[src/rtl/vcfg_sequencer.sv]
// vcfg_sequencer: vector configuration controller for vsetvli / vsetivli / vsetvl.
// Validates the requested vtype, computes the new vl, and owns the architectural
// vl/vtype registers. A vtype change waits for in-flight vector instructions to drain.
// Optional build macro: VCFG_STALL_CNT_EN enables a saturating drain-stall cycle counter
// on stall_cycles_o; without it the port is tied to zero.

// Checker: a retire with nothing outstanding is a backend protocol error.
module vcfg_sequencer_chk #(
  parameter int PEND_W = 4
) (
  input logic              clk,
  input logic              rst,
  input logic              retire,
  input logic              issue_fire,
  input logic [PEND_W-1:0] pending
);
  property p_no_underflow;
    @(posedge clk) disable iff (rst) !(retire && !issue_fire && (pending == {PEND_W{1'b0}}));
  endproperty
  a_no_underflow: assert property (p_no_underflow);
endmodule

module vcfg_sequencer #(
  parameter int VLEN       = 4096,
  parameter int ELEN       = 64,
  parameter int MaxPending = 8
) (
  input  logic                   clk_i,
  input  logic                   rst_i,
  input  logic                   req_valid_i,
  output logic                   req_ready_o,
  input  logic [1:0]             req_kind_i,
  input  logic [4:0]             req_rs1_idx_i,
  input  logic [4:0]             req_rd_idx_i,
  input  logic [63:0]            req_avl_i,
  input  logic [63:0]            req_vtype_i,
  output logic                   resp_valid_o,
  input  logic                   resp_ready_i,
  output logic [63:0]            resp_vl_o,
  output logic [4:0]             resp_rd_idx_o,
  output logic [$clog2(VLEN):0]  vl_o,
  output logic [8:0]             vtype_o,
  input  logic                   issue_valid_i,
  output logic                   issue_ready_o,
  input  logic                   retire_i,
  output logic [31:0]            stall_cycles_o
);
  localparam int VL_W   = $clog2(VLEN) + 1;
  localparam int PEND_W = $clog2(MaxPending + 1);
  // vsew encoding of ELEN (SEW = 8 << vsew)
  localparam logic [3:0]        ELEN_IDX  = 4'($clog2(ELEN) - 3);
  localparam logic [63:0]       VLEN_W64  = 64'(VLEN);
  localparam logic [PEND_W-1:0] PEND_MAX  = PEND_W'(MaxPending);
  localparam logic [PEND_W-1:0] PEND_ONE  = PEND_W'(1);
  localparam logic [PEND_W-1:0] PEND_ZERO = PEND_W'(0);

  localparam logic [2:0] ST_IDLE   = 3'd0;
  localparam logic [2:0] ST_CHECK  = 3'd1;
  localparam logic [2:0] ST_DRAIN  = 3'd2;
  localparam logic [2:0] ST_COMMIT = 3'd3;
  localparam logic [2:0] ST_RESP   = 3'd4;

  logic [2:0]        state_r;
  logic [PEND_W-1:0] pending_r;
  logic [PEND_W-1:0] pending_nxt_s;
  logic [1:0]        kind_r;
  logic [4:0]        rs1_r;
  logic [4:0]        rd_r;
  logic [63:0]       avl_r;
  logic [63:0]       vtype_req_r;
  logic [8:0]        cand_r;
  logic [8:0]        cand_s;
  logic [8:0]        vtype_r;
  logic [VL_W-1:0]   vl_r;
  logic              resp_valid_r;
  logic [63:0]       resp_vl_r;
  logic [4:0]        resp_rd_r;
  logic              idle_s;
  logic              issue_fire_s;
  logic              cand_ill_s;
  logic              vtype_changed_s;
  logic [2:0]        frac_sh_s;
  logic [3:0]        sew_frac_s;
  logic [63:0]       vlmax_base_s;
  logic [63:0]       vlmax_s;
  logic [63:0]       avl_sel_s;
  logic [63:0]       vl_new_s;

  assign idle_s        = (state_r == ST_IDLE);
  assign req_ready_o   = idle_s;
  assign issue_ready_o = idle_s && (pending_r < PEND_MAX);
  assign issue_fire_s  = issue_valid_i && issue_ready_o;

  // Pending-count update: simultaneous issue and retire cancel; retire at zero is dropped.
  always_comb begin
    pending_nxt_s = pending_r;
    if (issue_fire_s && !retire_i) begin
      pending_nxt_s = pending_r + PEND_ONE;
    end else if (!issue_fire_s && retire_i && (pending_r != PEND_ZERO)) begin
      pending_nxt_s = pending_r - PEND_ONE;
    end else begin
      pending_nxt_s = pending_r;
    end
  end

  // Candidate vtype: legality check of the latched request (fractional LMUL caps SEW at ELEN*LMUL).
  always_comb begin
    cand_ill_s = 1'b0;
    frac_sh_s  = 3'd0;
    case (vtype_req_r[2:0])
      3'b101:  frac_sh_s = 3'd3;
      3'b110:  frac_sh_s = 3'd2;
      3'b111:  frac_sh_s = 3'd1;
      default: frac_sh_s = 3'd0;
    endcase
    sew_frac_s = {1'b0, vtype_req_r[5:3]} + {1'b0, frac_sh_s};
    if (vtype_req_r[2:0] == 3'b100) begin
      cand_ill_s = 1'b1;
    end else if ({1'b0, vtype_req_r[5:3]} > ELEN_IDX) begin
      cand_ill_s = 1'b1;
    end else if (vtype_req_r[63:8] != 56'd0) begin
      cand_ill_s = 1'b1;
    end else if (sew_frac_s > ELEN_IDX) begin
      cand_ill_s = 1'b1;
    end else begin
      cand_ill_s = 1'b0;
    end
    if (cand_ill_s) begin
      cand_s = 9'h100;
    end else begin
      cand_s = {1'b0, vtype_req_r[7:0]};
    end
  end

  // vta/vma changes do not affect in-flight instructions, so they never force a drain.
  assign vtype_changed_s = ({cand_s[8], cand_s[5:0]} != {vtype_r[8], vtype_r[5:0]});

  // New vl from the committed candidate: VLMAX scaled by LMUL, AVL chosen by the x0 rules.
  always_comb begin
    vlmax_base_s = VLEN_W64 >> ({1'b0, cand_r[5:3]} + 4'd3);
    case (cand_r[2:0])
      3'b000:  vlmax_s = vlmax_base_s;
      3'b001:  vlmax_s = vlmax_base_s << 1;
      3'b010:  vlmax_s = vlmax_base_s << 2;
      3'b011:  vlmax_s = vlmax_base_s << 3;
      3'b101:  vlmax_s = vlmax_base_s >> 3;
      3'b110:  vlmax_s = vlmax_base_s >> 2;
      3'b111:  vlmax_s = vlmax_base_s >> 1;
      default: vlmax_s = vlmax_base_s;
    endcase
    if (kind_r == 2'd1) begin
      avl_sel_s = avl_r;
    end else if (rs1_r != 5'd0) begin
      avl_sel_s = avl_r;
    end else if (rd_r != 5'd0) begin
      avl_sel_s = {64{1'b1}};
    end else begin
      avl_sel_s = {{(64 - VL_W){1'b0}}, vl_r};
    end
    if (cand_r[8]) begin
      vl_new_s = 64'd0;
    end else if (avl_sel_s < vlmax_s) begin
      vl_new_s = avl_sel_s;
    end else begin
      vl_new_s = vlmax_s;
    end
  end

  // Request sequencing and architectural vl/vtype state.
  always_ff @(posedge clk_i) begin
    if (rst_i) begin
      state_r      <= ST_IDLE;
      kind_r       <= 2'd0;
      rs1_r        <= 5'd0;
      rd_r         <= 5'd0;
      avl_r        <= 64'd0;
      vtype_req_r  <= 64'd0;
      cand_r       <= 9'h100;
      vtype_r      <= 9'h100;
      vl_r         <= {VL_W{1'b0}};
      resp_valid_r <= 1'b0;
      resp_vl_r    <= 64'd0;
      resp_rd_r    <= 5'd0;
    end else begin
      case (state_r)
        ST_IDLE: begin
          if (req_valid_i) begin
            kind_r      <= req_kind_i;
            rs1_r       <= req_rs1_idx_i;
            rd_r        <= req_rd_idx_i;
            avl_r       <= req_avl_i;
            vtype_req_r <= req_vtype_i;
            state_r     <= ST_CHECK;
          end
        end
        ST_CHECK: begin
          cand_r <= cand_s;
          if (vtype_changed_s && (pending_r != PEND_ZERO)) begin
            state_r <= ST_DRAIN;
          end else begin
            state_r <= ST_COMMIT;
          end
        end
        ST_DRAIN: begin
          if (pending_r == PEND_ZERO) begin
            state_r <= ST_COMMIT;
          end
        end
        ST_COMMIT: begin
          vl_r         <= vl_new_s[VL_W-1:0];
          vtype_r      <= cand_r;
          resp_vl_r    <= vl_new_s;
          resp_rd_r    <= rd_r;
          resp_valid_r <= 1'b1;
          state_r      <= ST_RESP;
        end
        ST_RESP: begin
          if (resp_ready_i) begin
            resp_valid_r <= 1'b0;
            state_r      <= ST_IDLE;
          end
        end
        default: begin
          resp_valid_r <= 1'b0;
          state_r      <= ST_IDLE;
        end
      endcase
    end
  end

  // Outstanding vector instruction count.
  always_ff @(posedge clk_i) begin
    if (rst_i) begin
      pending_r <= PEND_ZERO;
    end else begin
      pending_r <= pending_nxt_s;
    end
  end

`ifdef VCFG_STALL_CNT_EN
  logic [31:0] stall_cnt_r;

  // Saturating count of cycles spent waiting for the drain.
  always_ff @(posedge clk_i) begin
    if (rst_i) begin
      stall_cnt_r <= 32'd0;
    end else if ((state_r == ST_DRAIN) && (stall_cnt_r != 32'hFFFF_FFFF)) begin
      stall_cnt_r <= stall_cnt_r + 32'd1;
    end else begin
      stall_cnt_r <= stall_cnt_r;
    end
  end

  assign stall_cycles_o = stall_cnt_r;
`else
  assign stall_cycles_o = 32'd0;
`endif

  assign resp_valid_o  = resp_valid_r;
  assign resp_vl_o     = resp_vl_r;
  assign resp_rd_idx_o = resp_rd_r;
  assign vl_o          = vl_r;
  assign vtype_o       = vtype_r;

  vcfg_sequencer_chk #(.PEND_W(PEND_W)) u_chk (
    .clk        (clk_i),
    .rst        (rst_i),
    .retire     (retire_i),
    .issue_fire (issue_fire_s),
    .pending    (pending_r)
  );
endmodule

[config.mk]
export PLATFORM = sky130hd
export DESIGN_NAME = vcfg_sequencer
export DESIGN_NICKNAME = d
export VERILOG_FILES = /design/src/rtl/vcfg_sequencer.sv
export SDC_FILE = /design/constraint.sdc
export NUM_CORES = 1
export LEC_CHECK = 0
export CAP_MARGIN = 20
export CORE_UTILIZATION = 30
export CTS_BUF_LIST = sky130_fd_sc_hd__clkbuf_8 sky130_fd_sc_hd__clkbuf_16
export DETAILED_ROUTE_END_ITERATION = 8
export DONT_BUFFER_PORTS = 1
export SETUP_SLACK_MARGIN = 0.02
export SYNTH_ARGS = -nofsm -noshare
export SYNTH_HDL_FRONTEND = slang
export SYNTH_SLANG_ARGS = --single-unit
[constraint.sdc]
create_clock -name clk_i -period 5.1 [get_ports clk_i]
set_clock_uncertainty 0.05 [all_clocks]
set_input_delay 1.02 -clock clk_i [delete_from_list [all_inputs] [get_ports clk_i]]
set_output_delay 1.02 -clock clk_i [all_outputs]
set_load 0.1 [all_outputs]
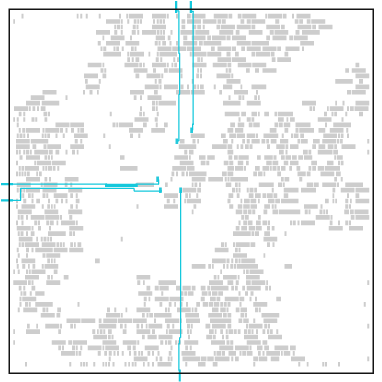
(run_1/io_fan.png)
Scale: 2 px per um.
Key: cyan = req_rs1_idx_i [bits 5, direction input, edge 2 top, 2 left, 1 bottom, end cells 5, buffers 0, wire 382 um]

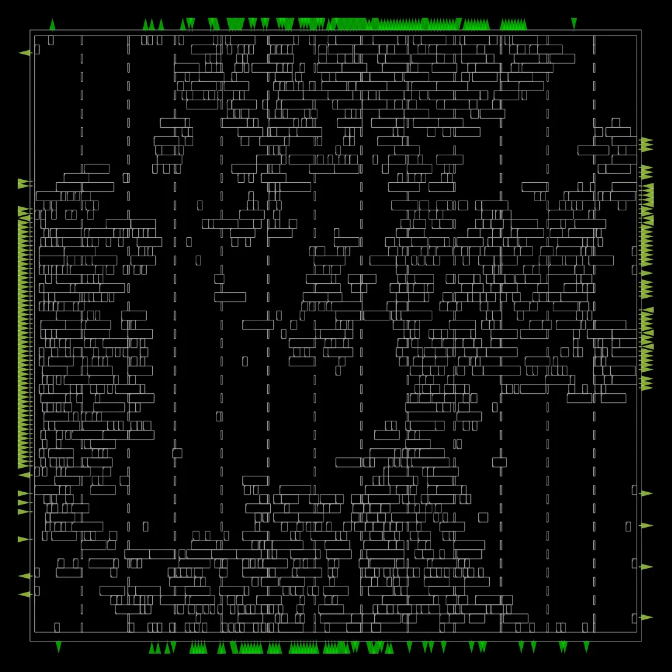
(run_1/placement.png)
Core Region: 31600 sq um
num tapcells: 402

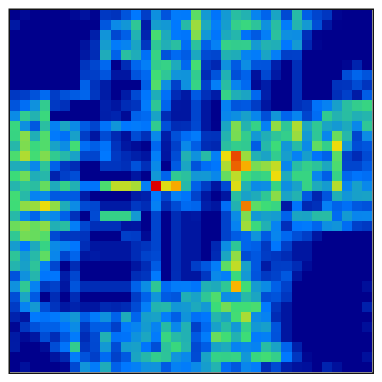
(run_1/metal_density.png)
Scale: 2 px per um. 36 x 36 tiles, from dark blue (low) to red (high), scaled to the fullest tile. Values are wire area over tile area, all layers added.
22% of the tiles are nearly empty. 6.6% of the tiles are over half the peak. The mean over all tiles is 0.13. The fullest tile reaches 0.61. The emptiest ninth of the die: lower right.
average routed wire per standard cell: 16.0 um
GRT Total Usage: 14.7%

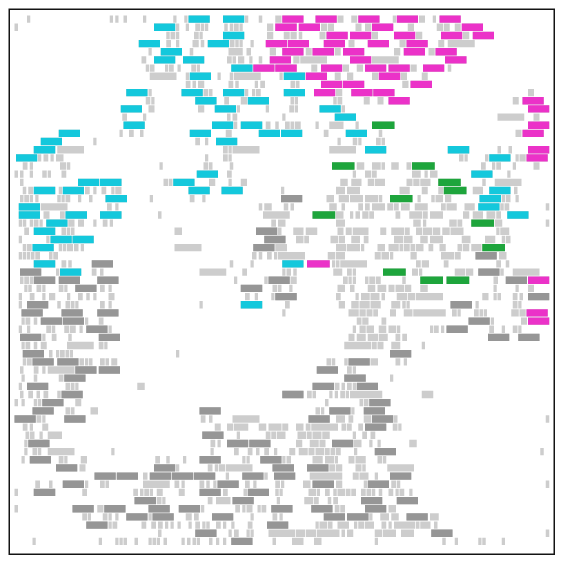
(run_1/flops_by_reg.png)
Scale: 3 px per um. Other sequential cells in the stronger grey, the rest of the logic in the fainter grey.
Key: green = vl_o [sequential cells 12]; magenta = resp_vl_o [sequential cells 52]; cyan = avl_r [sequential cells 64]
Another 107 sequential cells are not coloured.
Util after Layout: 34.0%
reported sequential group power: 2.30 mW
register fraction of the total cell area: 44.0%
sequential standard cell area: 4720 sq um

==> results.txt, run 1 <==
impl run done, here's what came out: DP Cell Count=1503, DRC=0, filler-free cell count of the finished design=between 1500 and 2000, average cell area after synthesis=roughly 8.2 sq um, cell depth of the worst hold path=2, non-clock buffer contribution to total cell area=1.42%, via count of the first global-routing pass=7246, multi-input combinational area share=41.2%, sequential share of power=a little under two fifths, total power density per cell area=569 nW/um^2, multi-input gate area in the final layout=roughly 4400 sq um, post-synthesis instance area=9630 sq um, met1 wire length=between 10 and 15 mm, CTS tree=yes, post-synthesis cell type with the largest instance count=sky130_fd_sc_hd__nand2_1, number of max-cap violations=0, Final Hold Vio Count=0, top-level I/O count=272, Root Buffer Master=sky130_fd_sc_hd__clkbuf_16, classification of the worst setup path=flop to flop, Inserted Clock Buffers=27, worst hold slack after final layout=398 ps, Area Overhead vs Synth=11.4%, number of gates resized after cts=0, synthesized-area fraction occupied by and/or/nand/nor cells=25.2%, register share after synthesis=48.8%, setup fix buffers added after clock tree synthesis=0, total length of routed met2 wires=11.7 mm, top post-synthesis cells by area=sky130_fd_sc_hd__dfxtp_1 (49%), sky130_fd_sc_hd__nand2_1 (13%), sky130_fd_sc_hd__a21oi_1 (8.7%), Yosys warnings=0, Yosys top cell area share=48.8%, total of clock buffers placed in the layout=32, startpoint of the worst hold path=kind_r[0], final worst path period need=4030 ps, biggest power consumer among the groups=sequential cells, number of flip-flops and latches in the synthesized netlist=235, Synth area leader=sky130_fd_sc_hd__dfxtp_1, buffer count excluding the clock tree in the final layout=18, crit path launch=rs1_r[4], HPWL after detailed placement=17.1 mm, most frequent cells in the layout=sky130_fd_sc_hd__nand2_1 (333), sky130_fd_sc_hd__dfxtp_1 (222), sky130_fd_sc_hd__a21oi_1 (167), sky130_fd_sc_hd__and2_1 (55), sky130_fd_sc_hd__conb_1 (32), top cell types by occurrence after synthesis=sky130_fd_sc_hd__nand2_1 (334), sky130_fd_sc_hd__dfxtp_1 (235), sky130_fd_sc_hd__a21oi_1 (167), sky130_fd_sc_hd__clkbuf_1 (77), sky130_fd_sc_hd__and2_1 (56), normalized max-slew margin=23.1%, die width=181 um, count of cell instances traversed by the critical path=11, asr flop ratio synth=0%, Worst VDD drop=378 uV, post-synthesis compound-gate area fraction=15.5%, final-report max-slew violation count=0, Setup crit end=vl_o[7], ordered list of cells on the worst path=or4_4 > or3_4 > or2_4 > o22a_2 > ha_1 > or3_1 > a2111oi_0 > o2111ai_1 > and2_1 > or3_1 > a32o_1, clock buffer depth=3, cell repeated most along the worst path=sky130_fd_sc_hd__or3_1, end point of the most critical hold path=kind_r[0], grt peak-use layer=met2, cell type group with the largest total delay on the critical path=simple AND/OR/NAND/NOR gates, number of cells on the worst reg-to-reg path=11, Starting DRT DRC Count=310, wire length reported by the detailed router=24.8 mm, area of all placed cells without fillers=roughly 11000 sq um, endpoint arrival time on the critical path=about 4400 ps, Die ar.=32800 sq um, fraction of power consumed by combinational cells=30.3%, Latency at later pin=530 ps, dominant register cell in the synthesized netlist=sky130_fd_sc_hd__dfxtp_1, Adder Area Share=roughly 2.2%, Max Fclk=248 MHz, met3 routing resource usage after global routing=around 5%, PnR Total Power=6.11 mW, Non-clock inverters=6, P_leak=3.92 nW, switching power share of the total=36.0%, synthesized-area fraction occupied by xor and xnor cells=0.909%, power of the combinational group=1.85 mW, clock buffer and inverter area fraction after layout=8.50%, tally of nets with antenna violations remaining after routing=0, count of multi-input combinational gates=842, count of buffers from port buffering=0, Setup Viol. Count Final=0, CP max stage cell=sky130_fd_sc_hd__or4_4, register-to-register setup slack=1070 ps, startpoint types=flop, data required time at the worst endpoint=5470 ps, placement-stage cell area=roughly 9800 sq um, maximum single-stage delay on the critical path=~550 ps, summed standard-cell area reported by yosys=9630 sq um, largest net degree at the start of global routing=175, Antenna Diode Count=0, instance tally after logic synthesis=around 1200, run status=finished, final reports clean, vertical extent of the die=181 um, count of filler cells inserted in the layout=3307, largest class=flip-flops and latches, global-route wire length before repair=about 39 mm, net count of the finished layout=1292, met1 Usage GRT=~18%, peak fanout along the critical path=12, total tool warning count=28, clock share of power=32.1%, reg2reg start=rs1_r[4]
==> run_1/wires.png <==
Scale: 2 px per um. Only two layers are drawn.
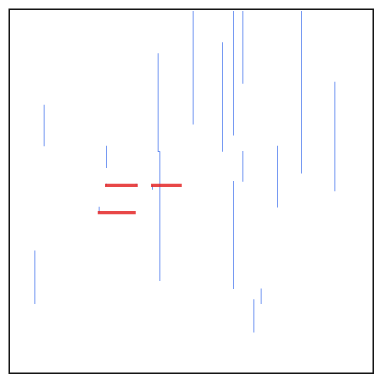

## Run 2: what changed since run 1
==> constraint.sdc (replaced) <==
create_clock -name clk_i -period 3.5 [get_ports clk_i]
set_clock_uncertainty 0.05 [all_clocks]
set_input_delay 0.7 -clock clk_i [delete_from_list [all_inputs] [get_ports clk_i]]
set_output_delay 0.7 -clock clk_i [all_outputs]
set_load 0.1 [all_outputs]
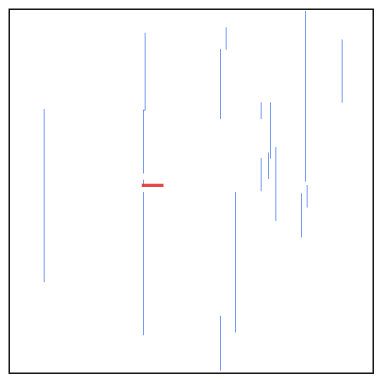
(run_2/wires.png)
Scale: 2 px per um. Only two layers are drawn.
Key: blue = metal 4 [wire length 625 um]; red = metal 5 [wire length 9.20 um]

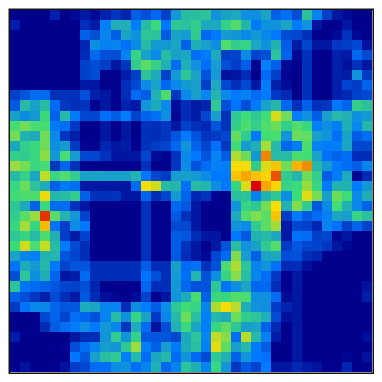
(run_2/metal_density.png)
Scale: 2 px per um. 36 x 36 tiles, from dark blue (low) to red (high), scaled to the fullest tile. Values are wire area over tile area, all layers added.
The emptiest ninth of the die: lower right. 23% of the tiles are nearly empty. The mean over all tiles is 0.13. The densest ninth of the die: middle right. 8.4% of the tiles are over half the peak. The fullest tile reaches 0.59.

==> run 2 against run 1 <==
Effect of this change:
- the run now ends with negative setup slack left
- synthesized cell count stayed put
- global-route usage is 0.48 points higher
- die size stayed put
- maximum frequency is 11% higher
- critical path depth stayed put
- first-iteration DRC count is 20% higher
- worst setup slack worse by 1200 ps
- register-to-register slack worse by 1200 ps
- hold slack worse by 220 ps
- cell count is 3.0% higher
- highest routed layer unchanged
==> results.txt, run 2 <==
impl run done, here's what came out: run status=finished, violations left, violations in the final reports=negative setup slack, met1 wire length=10.8 mm (+5.5%), reg2reg start=rs1_r[4], grt peak-use layer=met2, Clock transition at path regs=60 ps, Max Fclk=276 MHz (+11%), data required time at the worst endpoint=3880 ps (-1590 ps), top-level I/O count=272 (unchanged), multi-input combinational area share=40.9% (-0.33 points), filler-free cell count of the finished design=1599 (+3.0%), area of all placed cells without fillers=11400 sq um (+6.1%), total power density per cell area=872 nW/um^2 (+53%), total length of routed met2 wires=12.3 mm (+5.2%), top cell types by occurrence after synthesis=sky130_fd_sc_hd__nand2_1 (334), sky130_fd_sc_hd__dfxtp_1 (235), sky130_fd_sc_hd__a21oi_1 (167), sky130_fd_sc_hd__clkbuf_1 (77), sky130_fd_sc_hd__and2_1 (56), number of max-cap violations=0 (unchanged), Starting DRT DRC Count=371 (+20%), HPWL after detailed placement=18.0 mm (+5.3%), sequential share of power=33.6% (-4.0 points), post-synthesis instance area=9630 sq um (unchanged), sequential standard cell area=4720 sq um (unchanged), Die ar.=32800 sq um (unchanged), Antenna Diode Count=3 (+3), die width=181 um (unchanged), reported clock group power=3.11 mW, multi-input gate area in the final layout=4650 sq um (+5.2%), PnR Total Power=9.93 mW (+63%), switching power share of the total=35.6% (-0.42 points), reported sequential group power=3.34 mW (+45%), via count of the first global-routing pass=7392 (+2.0%), number of gates resized after cts=7 (+7), Setup Viol. Count Final=5 (+5), post-synthesis cell type with the largest instance count=sky130_fd_sc_hd__nand2_1, Core Region=31600 sq um (unchanged), final worst path period need=3630 ps (-398 ps), Worst VDD drop=436 uV (+15%), DP Cell Count=1538 (+2.3%), asr flop ratio synth=0% (unchanged), startpoint of the worst hold path=rst_i, count of buffers from port buffering=0 (unchanged), Area Overhead vs Synth=18.2%, global-route wire length before repair=40.6 mm (+3.2%), non-clock buffer contribution to total cell area=4.21% (+2.8 points), count of filler cells inserted in the layout=3277 (-0.91%), worst hold slack after final layout=179 ps (-219 ps), num tapcells=402 (unchanged), cell type group with the largest total delay on the critical path=simple AND/OR/NAND/NOR gates, fraction of power consumed by combinational cells=35.1% (+4.8 points), post-synthesis compound-gate area fraction=15.5% (unchanged), average cell area after synthesis=8.19 sq um (unchanged), met1 Usage GRT=18.6% (+0.84 points), net count of the finished layout=1336 (+3.4%), clock share of power=31.3% (-0.8 points), biggest power consumer among the groups=combinational logic, Latency at later pin=540 ps (about the same), Util after Layout=36.1% (+2.1 points), power of the combinational group=3.48 mW (+88%), synthesized-area fraction occupied by xor and xnor cells=0.909% (unchanged), Final Hold Vio Count=0 (unchanged), maximum single-stage delay on the critical path=530 ps (-20 ps), ordered list of cells on the worst path=or4_4 > or3_4 > or2_4 > o22a_4 > ha_4 > or3_4 > a2111oi_4 > o2111ai_2 > and2_4 > or3_1 > a32o_1, DRC=0 (unchanged), largest class=flip-flops and latches, placement-stage cell area=10100 sq um (+2.9%), cell depth of the worst hold path=1 (-1), register fraction of the total cell area=41.5% (-2.5 points), Inserted Clock Buffers=28 (+3.7%), endpoint arrival time on the critical path=4010 ps (-380 ps), vertical extent of the die=181 um (unchanged), startpoint types=flop, CTS tree=yes, Synth area leader=sky130_fd_sc_hd__dfxtp_1, number of cells on the worst reg-to-reg path=11 (unchanged), largest net degree at the start of global routing=175 (unchanged), CP max stage cell=sky130_fd_sc_hd__or4_4, cell repeated most along the worst path=sky130_fd_sc_hd__or3_4, top post-synthesis cells by area=sky130_fd_sc_hd__dfxtp_1 (49%), sky130_fd_sc_hd__nand2_1 (13%), sky130_fd_sc_hd__a21oi_1 (8.7%), buffer count excluding the clock tree in the final layout=60 (+42), classification of the worst setup path=flop to flop, Setup crit end=vl_o[5], total of clock buffers placed in the layout=32 (unchanged), instance tally after logic synthesis=1176 (unchanged), P_leak=4.20 nW (+7.2%), summed standard-cell area reported by yosys=9630 sq um (unchanged), GRT Total Usage=15.2% (+0.48 points), dominant register cell in the synthesized netlist=sky130_fd_sc_hd__dfxtp_1, end of the worst register-to-register path=vl_o[5], Yosys top cell area share=48.8% (unchanged), worst setup slack after layout=-129 ps, register share after synthesis=48.8% (unchanged), peak fanout along the critical path=8 (-4), synthesized-area fraction occupied by and/or/nand/nor cells=25.2% (unchanged), Yosys warnings=0 (unchanged), clock buffer depth=3 (unchanged), Root Buffer Master=sky130_fd_sc_hd__clkbuf_16, end point of the most critical hold path=resp_valid_o, count of cell instances traversed by the critical path=11 (unchanged), total tool warning count=32 (+14%), met3 routing resource usage after global routing=4.50% (-0.50 points), clock buffer and inverter area fraction after layout=8.79% (+0.29 points), crit path launch=rs1_r[4], normalized max-slew margin=28.7% (+5.6 points), number of flip-flops and latches in the synthesized netlist=235 (unchanged), count of multi-input combinational gates=843 (+0.12%), average routed wire per standard cell=16.1 um (+0.57%), setup fix buffers added after clock tree synthesis=4 (+4), register-to-register setup slack=-130 ps (-1200 ps), Adder Area Share=2.16% (unchanged)
No activity file was given, so power comes from the tool's default toggle rates.
